==> images/ff_map.png <==
The bar under the picture is 20 um long.
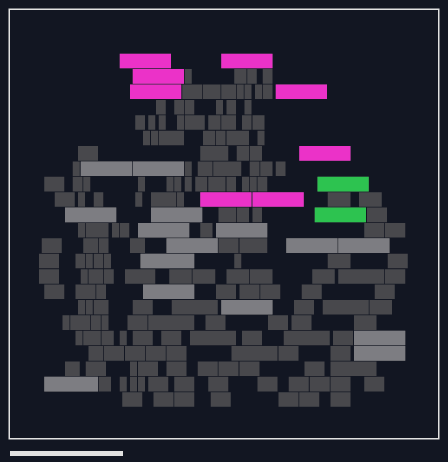
==> images/port_trees.png <==
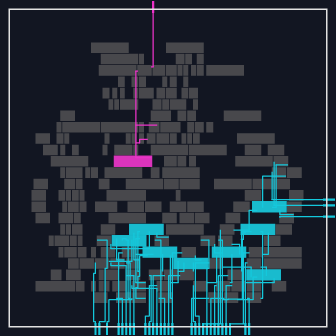
==> images/sizing.png <==
The bar under the picture is 20 um long.
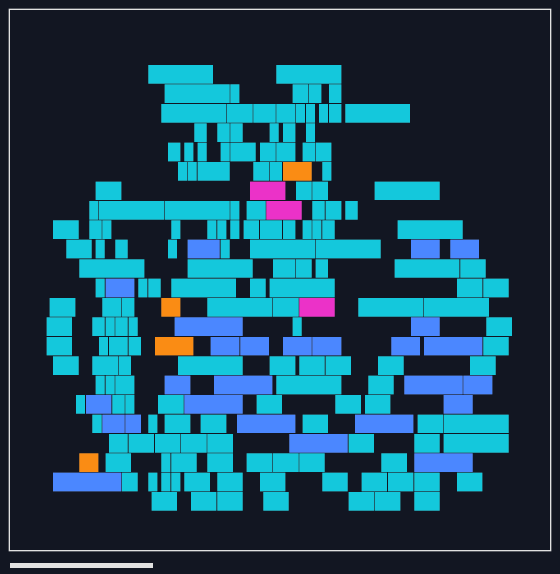
==> images/layers.png <==
The bar under the picture is 20 um long.
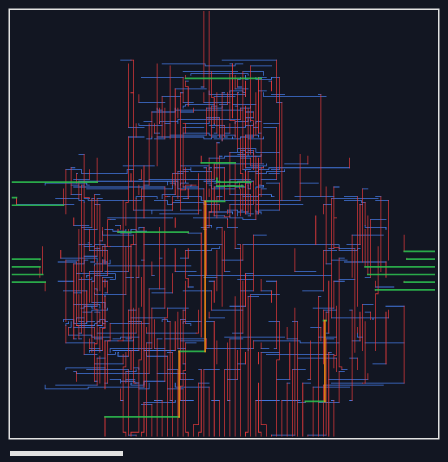
==> src/rtl/fifo_rr_drain_arbiter_if.sv <==
// -----------------------------------------------------------------------------
// fifo_rr_drain_arbiter_if
//   Groups the signals between the round-robin drain arbiter, the NUM_CH
//   synchronous FIFOs it reads, and the downstream valid/ready consumer.
//
//   Handshake rule for the downstream port: a word moves on a rising clk edge
//   where m_valid & m_ready are both high. Once m_valid rises, m_data and m_ch
//   hold steady until that edge, and m_valid never drops without a transfer
//   except on reset.
//
//   Signals
//     fifo_empty  NUM_CH     per-FIFO empty flag            (FIFO -> arbiter)
//     fifo_rd_en  NUM_CH     per-FIFO read enable, one-hot0 (arbiter -> FIFO)
//     fifo_dout   NUM_CH*DW  registered FIFO outputs        (FIFO -> arbiter)
//     m_data      DW         word delivered downstream
//     m_ch        CW         source FIFO index of m_data
//     m_valid     1          m_data/m_ch valid
//     m_ready     1          downstream can accept
//     busy        1          arbiter is not idle
//
//   Modports
//     master : arbiter side
//     slave  : FIFO bank + consumer side
// -----------------------------------------------------------------------------
interface fifo_rr_drain_arbiter_if #(
    parameter int NUM_CH = 4,
    parameter int DW     = 8,
    parameter int CW     = $clog2(NUM_CH)
);
    logic [NUM_CH-1:0]    fifo_empty;
    logic [NUM_CH-1:0]    fifo_rd_en;
    logic [NUM_CH*DW-1:0] fifo_dout;
    logic [DW-1:0]        m_data;
    logic [CW-1:0]        m_ch;
    logic                 m_valid;
    logic                 m_ready;
    logic                 busy;

    modport master (
        input  fifo_empty,
        input  fifo_dout,
        input  m_ready,
        output fifo_rd_en,
        output m_data,
        output m_ch,
        output m_valid,
        output busy
    );

    modport slave (
        output fifo_empty,
        output fifo_dout,
        output m_ready,
        input  fifo_rd_en,
        input  m_data,
        input  m_ch,
        input  m_valid,
        input  busy
    );
endinterface

==> src/rtl/fifo_rr_drain_arbiter.sv <==
// -----------------------------------------------------------------------------
// fifo_rr_drain_arbiter
//   Shares one downstream consumer between NUM_CH synchronous FIFOs. A
//   non-empty FIFO is picked round-robin, its read enable is pulsed for one
//   cycle, the FIFO's registered output is captured one cycle later and then
//   offered on a valid/ready port. Up to MAX_BURST words are drained from the
//   granted FIFO before the grant rotates.
//
//   Ports
//     clk        in   single clock for arbiter and served FIFOs
//     rst_n      in   asynchronous reset, active low
//     bus        if   master modport of fifo_rr_drain_arbiter_if
//     dbg_state  out  current FSM state (0 IDLE, 1 ISSUE, 2 CAPTURE, 3 HOLD)
//
//   Per word the FSM walks ISSUE (rd_en pulse) -> CAPTURE (FIFO output now
//   valid, register it) -> HOLD (offer downstream), so a burst delivers one
//   word every three cycles with m_ready held high.
// -----------------------------------------------------------------------------
module fifo_rr_drain_arbiter #(
    parameter int NUM_CH    = 4,
    parameter int DW        = 8,
    parameter int MAX_BURST = 4,
    parameter int CW        = $clog2(NUM_CH)
) (
    input  logic                      clk,
    input  logic                      rst_n,
    fifo_rr_drain_arbiter_if.master   bus,
    output logic [1:0]                dbg_state
);

    typedef enum logic [1:0] {
        IDLE    = 2'd0,
        ISSUE   = 2'd1,
        CAPTURE = 2'd2,
        HOLD    = 2'd3
    } state_t;

    state_t          state;
    state_t          state_nxt;
    logic [CW-1:0]   cur_ch;
    logic [CW-1:0]   cur_ch_nxt;
    logic [CW-1:0]   last_grant;
    logic [CW-1:0]   last_grant_nxt;
    logic [7:0]      burst_cnt;
    logic [7:0]      burst_cnt_nxt;
    logic [DW-1:0]   data_q;
    logic [DW-1:0]   data_nxt;
    logic [CW-1:0]   ch_q;
    logic [CW-1:0]   ch_nxt;
    logic            valid_q;
    logic            valid_nxt;
    logic [DW-1:0]   dout_sel;
    logic [CW-1:0]   rr_choice;
    logic            any_ready;
    logic            burst_room;

    // First non-empty channel after 'last', wrapping modulo NUM_CH.
    // Scanning from the farthest candidate down lets the nearest one win.
    function automatic logic [CW-1:0] rr_pick(
        input logic [NUM_CH-1:0] empty,
        input logic [CW-1:0]     last
    );
        logic [CW-1:0] pick;
        int            idx;
        pick = '0;
        for (int k = NUM_CH; k >= 1; k--) begin
            idx = (int'(last) + k) % NUM_CH;
            if (!empty[idx]) begin
                pick = CW'(idx);
            end
        end
        return pick;
    endfunction

    assign rr_choice  = rr_pick(bus.fifo_empty, last_grant);
    assign any_ready  = (bus.fifo_empty != {NUM_CH{1'b1}});
    assign dout_sel   = bus.fifo_dout[cur_ch*DW +: DW];

    // Room for another word in this grant after the one being accepted now.
    assign burst_room = (({1'b0, burst_cnt} + 9'd1) < 9'(MAX_BURST));

    // ------------------------------------------------------------------
    // State and datapath registers
    // ------------------------------------------------------------------
    always_ff @(posedge clk or negedge rst_n) begin
        if (!rst_n) begin
            state      <= IDLE;
            cur_ch     <= '0;
            last_grant <= CW'(NUM_CH - 1);
            burst_cnt  <= '0;
            data_q     <= '0;
            ch_q       <= '0;
            valid_q    <= 1'b0;
        end else begin
            state      <= state_nxt;
            cur_ch     <= cur_ch_nxt;
            last_grant <= last_grant_nxt;
            burst_cnt  <= burst_cnt_nxt;
            data_q     <= data_nxt;
            ch_q       <= ch_nxt;
            valid_q    <= valid_nxt;
        end
    end

    // ------------------------------------------------------------------
    // Next-state logic
    // ------------------------------------------------------------------
    always_comb begin
        state_nxt      = state;
        cur_ch_nxt     = cur_ch;
        last_grant_nxt = last_grant;
        burst_cnt_nxt  = burst_cnt;
        data_nxt       = data_q;
        ch_nxt         = ch_q;
        valid_nxt      = valid_q;

        case (state)
            IDLE: begin
                if (any_ready) begin
                    cur_ch_nxt    = rr_choice;
                    burst_cnt_nxt = '0;
                    state_nxt     = ISSUE;
                end
            end

            ISSUE: begin
                if (!bus.fifo_empty[cur_ch]) begin
                    state_nxt = CAPTURE;
                end else begin
                    // Defensive: the FIFO emptied under us; give up the grant.
                    last_grant_nxt = cur_ch;
                    state_nxt      = IDLE;
                end
            end

            CAPTURE: begin
                data_nxt  = dout_sel;
                ch_nxt    = cur_ch;
                valid_nxt = 1'b1;
                state_nxt = HOLD;
            end

            HOLD: begin
                if (valid_q && bus.m_ready) begin
                    valid_nxt     = 1'b0;
                    burst_cnt_nxt = burst_cnt + 8'd1;
                    if (burst_room && !bus.fifo_empty[cur_ch]) begin
                        state_nxt = ISSUE;
                    end else begin
                        last_grant_nxt = cur_ch;
                        state_nxt      = IDLE;
                    end
                end
            end

            default: begin
                state_nxt = IDLE;
            end
        endcase
    end

    // ------------------------------------------------------------------
    // Read-enable decode: only in ISSUE, only the granted FIFO, never an
    // empty one.
    // ------------------------------------------------------------------
    always_comb begin
        bus.fifo_rd_en = '0;
        if (state == ISSUE && !bus.fifo_empty[cur_ch]) begin
            bus.fifo_rd_en[cur_ch] = 1'b1;
        end
    end

    assign bus.m_data  = data_q;
    assign bus.m_ch    = ch_q;
    assign bus.m_valid = valid_q;
    assign bus.busy    = (state != IDLE);
    assign dbg_state   = state;

endmodule
==> src/flat_wrapper.sv <==
// flat-port wrapper written by rule: the top's interface ports become plain ports
module fifo_rr_drain_arbiter_flat 
#(
    parameter int NUM_CH    = 4,
    parameter int DW        = 8,
    parameter int MAX_BURST = 4,
    parameter int CW        = $clog2(NUM_CH)
)
  (clk, rst_n, dbg_state, bus_fifo_empty, bus_fifo_dout, bus_m_ready, bus_fifo_rd_en, bus_m_data, bus_m_ch, bus_m_valid, bus_busy);
  fifo_rr_drain_arbiter_if #(.NUM_CH(NUM_CH), .DW(DW), .CW(CW)) bus_i ();
  input  logic clk;
  input  logic rst_n;
  output logic [1:0] dbg_state;
  input wire logic [$bits(bus_i.fifo_empty)-1:0] bus_fifo_empty;
  input wire logic [$bits(bus_i.fifo_dout)-1:0] bus_fifo_dout;
  input wire logic [$bits(bus_i.m_ready)-1:0] bus_m_ready;
  output wire logic [$bits(bus_i.fifo_rd_en)-1:0] bus_fifo_rd_en;
  output wire logic [$bits(bus_i.m_data)-1:0] bus_m_data;
  output wire logic [$bits(bus_i.m_ch)-1:0] bus_m_ch;
  output wire logic [$bits(bus_i.m_valid)-1:0] bus_m_valid;
  output wire logic [$bits(bus_i.busy)-1:0] bus_busy;
  assign bus_i.fifo_empty = bus_fifo_empty;
  assign bus_i.fifo_dout = bus_fifo_dout;
  assign bus_i.m_ready = bus_m_ready;
  assign bus_fifo_rd_en = bus_i.fifo_rd_en;
  assign bus_m_data = bus_i.m_data;
  assign bus_m_ch = bus_i.m_ch;
  assign bus_m_valid = bus_i.m_valid;
  assign bus_busy = bus_i.busy;
  fifo_rr_drain_arbiter #(.NUM_CH(NUM_CH), .DW(DW), .MAX_BURST(MAX_BURST), .CW(CW)) u_core (.clk(clk), .rst_n(rst_n), .bus(bus_i), .dbg_state(dbg_state));
endmodule
==> config.mk <==
export PLATFORM = sky130hd
export DESIGN_NAME = fifo_rr_drain_arbiter_flat
export DESIGN_NICKNAME = d
export VERILOG_FILES = /design/src/rtl/fifo_rr_drain_arbiter_if.sv /design/src/rtl/fifo_rr_drain_arbiter.sv /design/src/flat_wrapper.sv
export SDC_FILE = /design/constraint.sdc
export NUM_CORES = 1
export LEC_CHECK = 0
export CORE_MARGIN = 5
export CORE_UTILIZATION = 35
export CTS_CLUSTER_DIAMETER = 80
export CTS_CLUSTER_SIZE = 8
export DETAILED_ROUTE_END_ITERATION = 10
export PLACE_DENSITY = 0.66
export SYNTH_ARGS = -nofsm -noshare
export SYNTH_HDL_FRONTEND = slang
export SYNTH_SLANG_ARGS = --single-unit
export TNS_END_PERCENT = 30
==> constraint.sdc <==
create_clock -name clk -period 3.3 [get_ports clk]
set_clock_uncertainty 0.1 [all_clocks]
set_input_delay 0.33 -clock clk [delete_from_list [all_inputs] [get_ports clk]]
set_output_delay 0.33 -clock clk [all_outputs]
set_load 0.01 [all_outputs]
==> results.txt <==
Results of the full flow below.

Setup path:
- For the worst setup path, the data required time is approximately 2.9 ns.
- The run puts the worst-case register-to-register setup slack at 1.15 ns.
- The run puts the count of buffering cells on the critical path with inverters included at 1.
- STA classifies the critical path endpoint as an output pin.
- The worst setup path is of the register to output pin kind.

Placement:
- The run gives the worst slack at placement as just over 0.7 ns.
- Summing all placed instances gives a cell area of ~2100 um2.
- After legalization and detailed placement, the total HPWL measured around 3.3 mm.

Final timing:
- The run gives the final hold violation count as 0.
- The run gives the transition at the pin with the smallest max-transition slack as just over 0.9 ns.
- For this run, the top clock speed supported by timing is about 0.38 GHz.
- The run gives the count of final max-slew check failures as 0.

GRT:
- The layer flagged by global routing as most heavily used is met2.
- The run gives the pin count of the biggest net entering global routing as 26.
- The run gives the routing usage on met2 as 31.74%.

Floorplan:
- The run gives the placeable core area as just over 4000 um2.
- The run puts the starting density of the core at between 30% and 40%.

Layout:
- The run puts the utilization after layout at between 50% and 60%.
- The run gives the count of non-filler cells in the finished layout as 250.
- The run puts the antenna diode count at 0.
- The run gives the layout overhead on the synthesized area as 41.54%.
- Per the final layout report, the fraction of cells sized above drive strength 1 comes to about 17%.
- The net count of the finished layout is ~240.

Synth:
- Counting flops with an async set or reset pin after synthesis yields a share of 100.0%.
- The run gives the post-synthesis chip area from yosys as around 1500 um2.
- The run gives the yosys cell count as approximately 150.
- The run gives the warning count from the yosys run as 0.
- Yosys mapped a number of flops with a built-in enable equal to 0.
- The run gives the post-synthesis cell count as 146.
- The run puts the share of synthesized area occupied by flip-flops and latches at between 40% and 50%.
- Per the post-synthesis report, the nets total 186.

Pwr:
- Total power normalized to cell area comes to between 700 and 800 nW/um2.
- Total power for the finished layout comes to about 1.6 mW.

Routing:
- The run puts the post-detailed-route via-to-cell ratio at approximately 5.4.
- The run puts the number of violations reported at the end of detailed-routing iteration 0 at 25.
- The run gives the average detailed-routed wire length per instance as ~17 um.

Clock network:
- Looking at the clock tree report, the H-tree level count equals 1.
- The run gives the total CTS buffers as 3.
- The run puts the number of buffers inserted by post-CTS setup repair at 0.
- Post-CTS repair changed the size of 0 cells.
- The run puts the insertion delay of the later-clocked pin in the worst-skew pair at between 0.2 and 0.3 ns.
- Counting along the longest clock path gives a buffer depth of 2.

Run status:
- The flow ran to the end, and the final reports show no timing, DRC or antenna violations.
About ff_map.png:
- magenta: u_core.burst_cnt (placed flops 8; where top centre)
- green: u_core.bus.m_ch (placed flops 2)

About port_trees.png:
- cyan: bus_fifo_dout (bits 32; direction input; edge 29 bottom, 3 right; end cells 8; buffers 32; wire 779 um)
- magenta: bus_m_valid (bits 1; direction output; edge top; end cells 1; buffers 1; wire 47.4 um)

About sizing.png:
- orange: x3 and x4 (cells 4; share 2.0%)
- magenta: x6 and larger (cells 3; share 1.5%)
- cyan: x1 and smaller (cells 167; share 84%)
- blue: x2 (cells 26; share 13%)

About layers.png:
- orange: M4 (wire length 52.4 um)
- green: M3 (wire length 163 um)
- blue: M1 (wire length 1490 um)
- red: M2 (wire length 2430 um)

==> cells by family (layout without fill, tap and decap cells) <==
logic type               Yosys count  count (layout)  synth area share, %
multiplexers                      21              21                21.81
adder cells (fa/ha/maj)            1               1               0.8291
AND/OR/NAND/NOR                   52              52                16.83
AND-OR/OR-AND                     34              34                13.93
flip-flops                        25              25                41.63
buffers and inverters             13              67                4.974
==> sequential cells by signal, summed over array words and instances, names as in the netlist, named ones only <==
| signal | flops |
|---|---|
| u_core.bus.m_ch | 2 |
| u_core.cur_ch | 2 |
| u_core.dbg_state | 1 |
| u_core.last_grant | 2 |
| u_core.bus.m_data | 8 |
| u_core.bus.m_valid | 1 |
| u_core.burst_cnt | 8 |
==> path summary, 6_finish.rpt <==
kind                                         to                 from  cells after the start
setup / recovery              bus_fifo_rd_en[1]     u_core.cur_ch[0]                      4
hold / removal             u_core.bus.m_data[6]                rst_n                      2
setup reg to reg           u_core.last_grant[1]  u_core.burst_cnt[0]                      7
hold reg to reg             u_core.burst_cnt[7]  u_core.burst_cnt[7]                      1
max in group asynchronous  u_core.last_grant[1]                rst_n                      2
min in group clk            u_core.burst_cnt[7]  u_core.burst_cnt[7]                      1
==> power by group <==
| group | switching (mW) | internal (mW) |
|---|---|---|
| combinational | 0.343 | 0.485 |
| clock | 0.0946 | 0.0862 |
| sequential | 0.160 | 0.438 |
| total | 0.598 | 1.01 |
==> cell type report <==
cell class | instances | area, um2
inverter | 5 | 18.77
fill | 379 | 1951
sequential | 25 | 628.1
multi-input combinational | 108 | 805.8
tap | 50 | 62.56
clock buffer | 4 | 45.04
timing repair buffer | 58 | 575.6
==> per-layer routing <==
| metal | share of wire [%] | vias to the layer above |
|---|---|---|
| met1 | 36 | 669 |
| met5 | 0 | - |
| met2 | 59 | 27 |
| met4 | 1.3 | 0 |
| met3 | 3.9 | 6 |
| li1 | - | 644 |
==> worst register-to-register path: cells and delay by family, from the launching register on <==
family,cells,cell delay (ns)
simple gates,3,0.47
fa+ha+maj,1,0.32
compound gates,2,0.45
mux,1,0.30
flops,1,0.45
==> cell usage in the layout (no fill, tap or decap), types with 2 or more instances in the layout <==
master,netlist,final
sky130_fd_sc_hd__a21o_1,2,2
sky130_fd_sc_hd__a21oi_1,5,5
sky130_fd_sc_hd__a31oi_1,3,3
sky130_fd_sc_hd__buf_4,2,2
sky130_fd_sc_hd__clkbuf_8,0,3
sky130_fd_sc_hd__clkdlybuf4s50_1,0,56
sky130_fd_sc_hd__dfrtp_1,23,23
sky130_fd_sc_hd__dfstp_2,2,2
sky130_fd_sc_hd__inv_1,5,5
sky130_fd_sc_hd__mux2_2,11,11
sky130_fd_sc_hd__mux4_2,8,8
sky130_fd_sc_hd__nand2_1,15,15
sky130_fd_sc_hd__nand3_1,2,2
sky130_fd_sc_hd__nand3_2,2,2
sky130_fd_sc_hd__nand3b_1,2,2
sky130_fd_sc_hd__nand4_1,5,5
sky130_fd_sc_hd__nor2_1,19,19
sky130_fd_sc_hd__o21ai_0,11,11
sky130_fd_sc_hd__o21ai_1,5,5
sky130_fd_sc_hd__o31ai_1,2,2
No activity file was given, so power comes from the tool's default toggle rates.
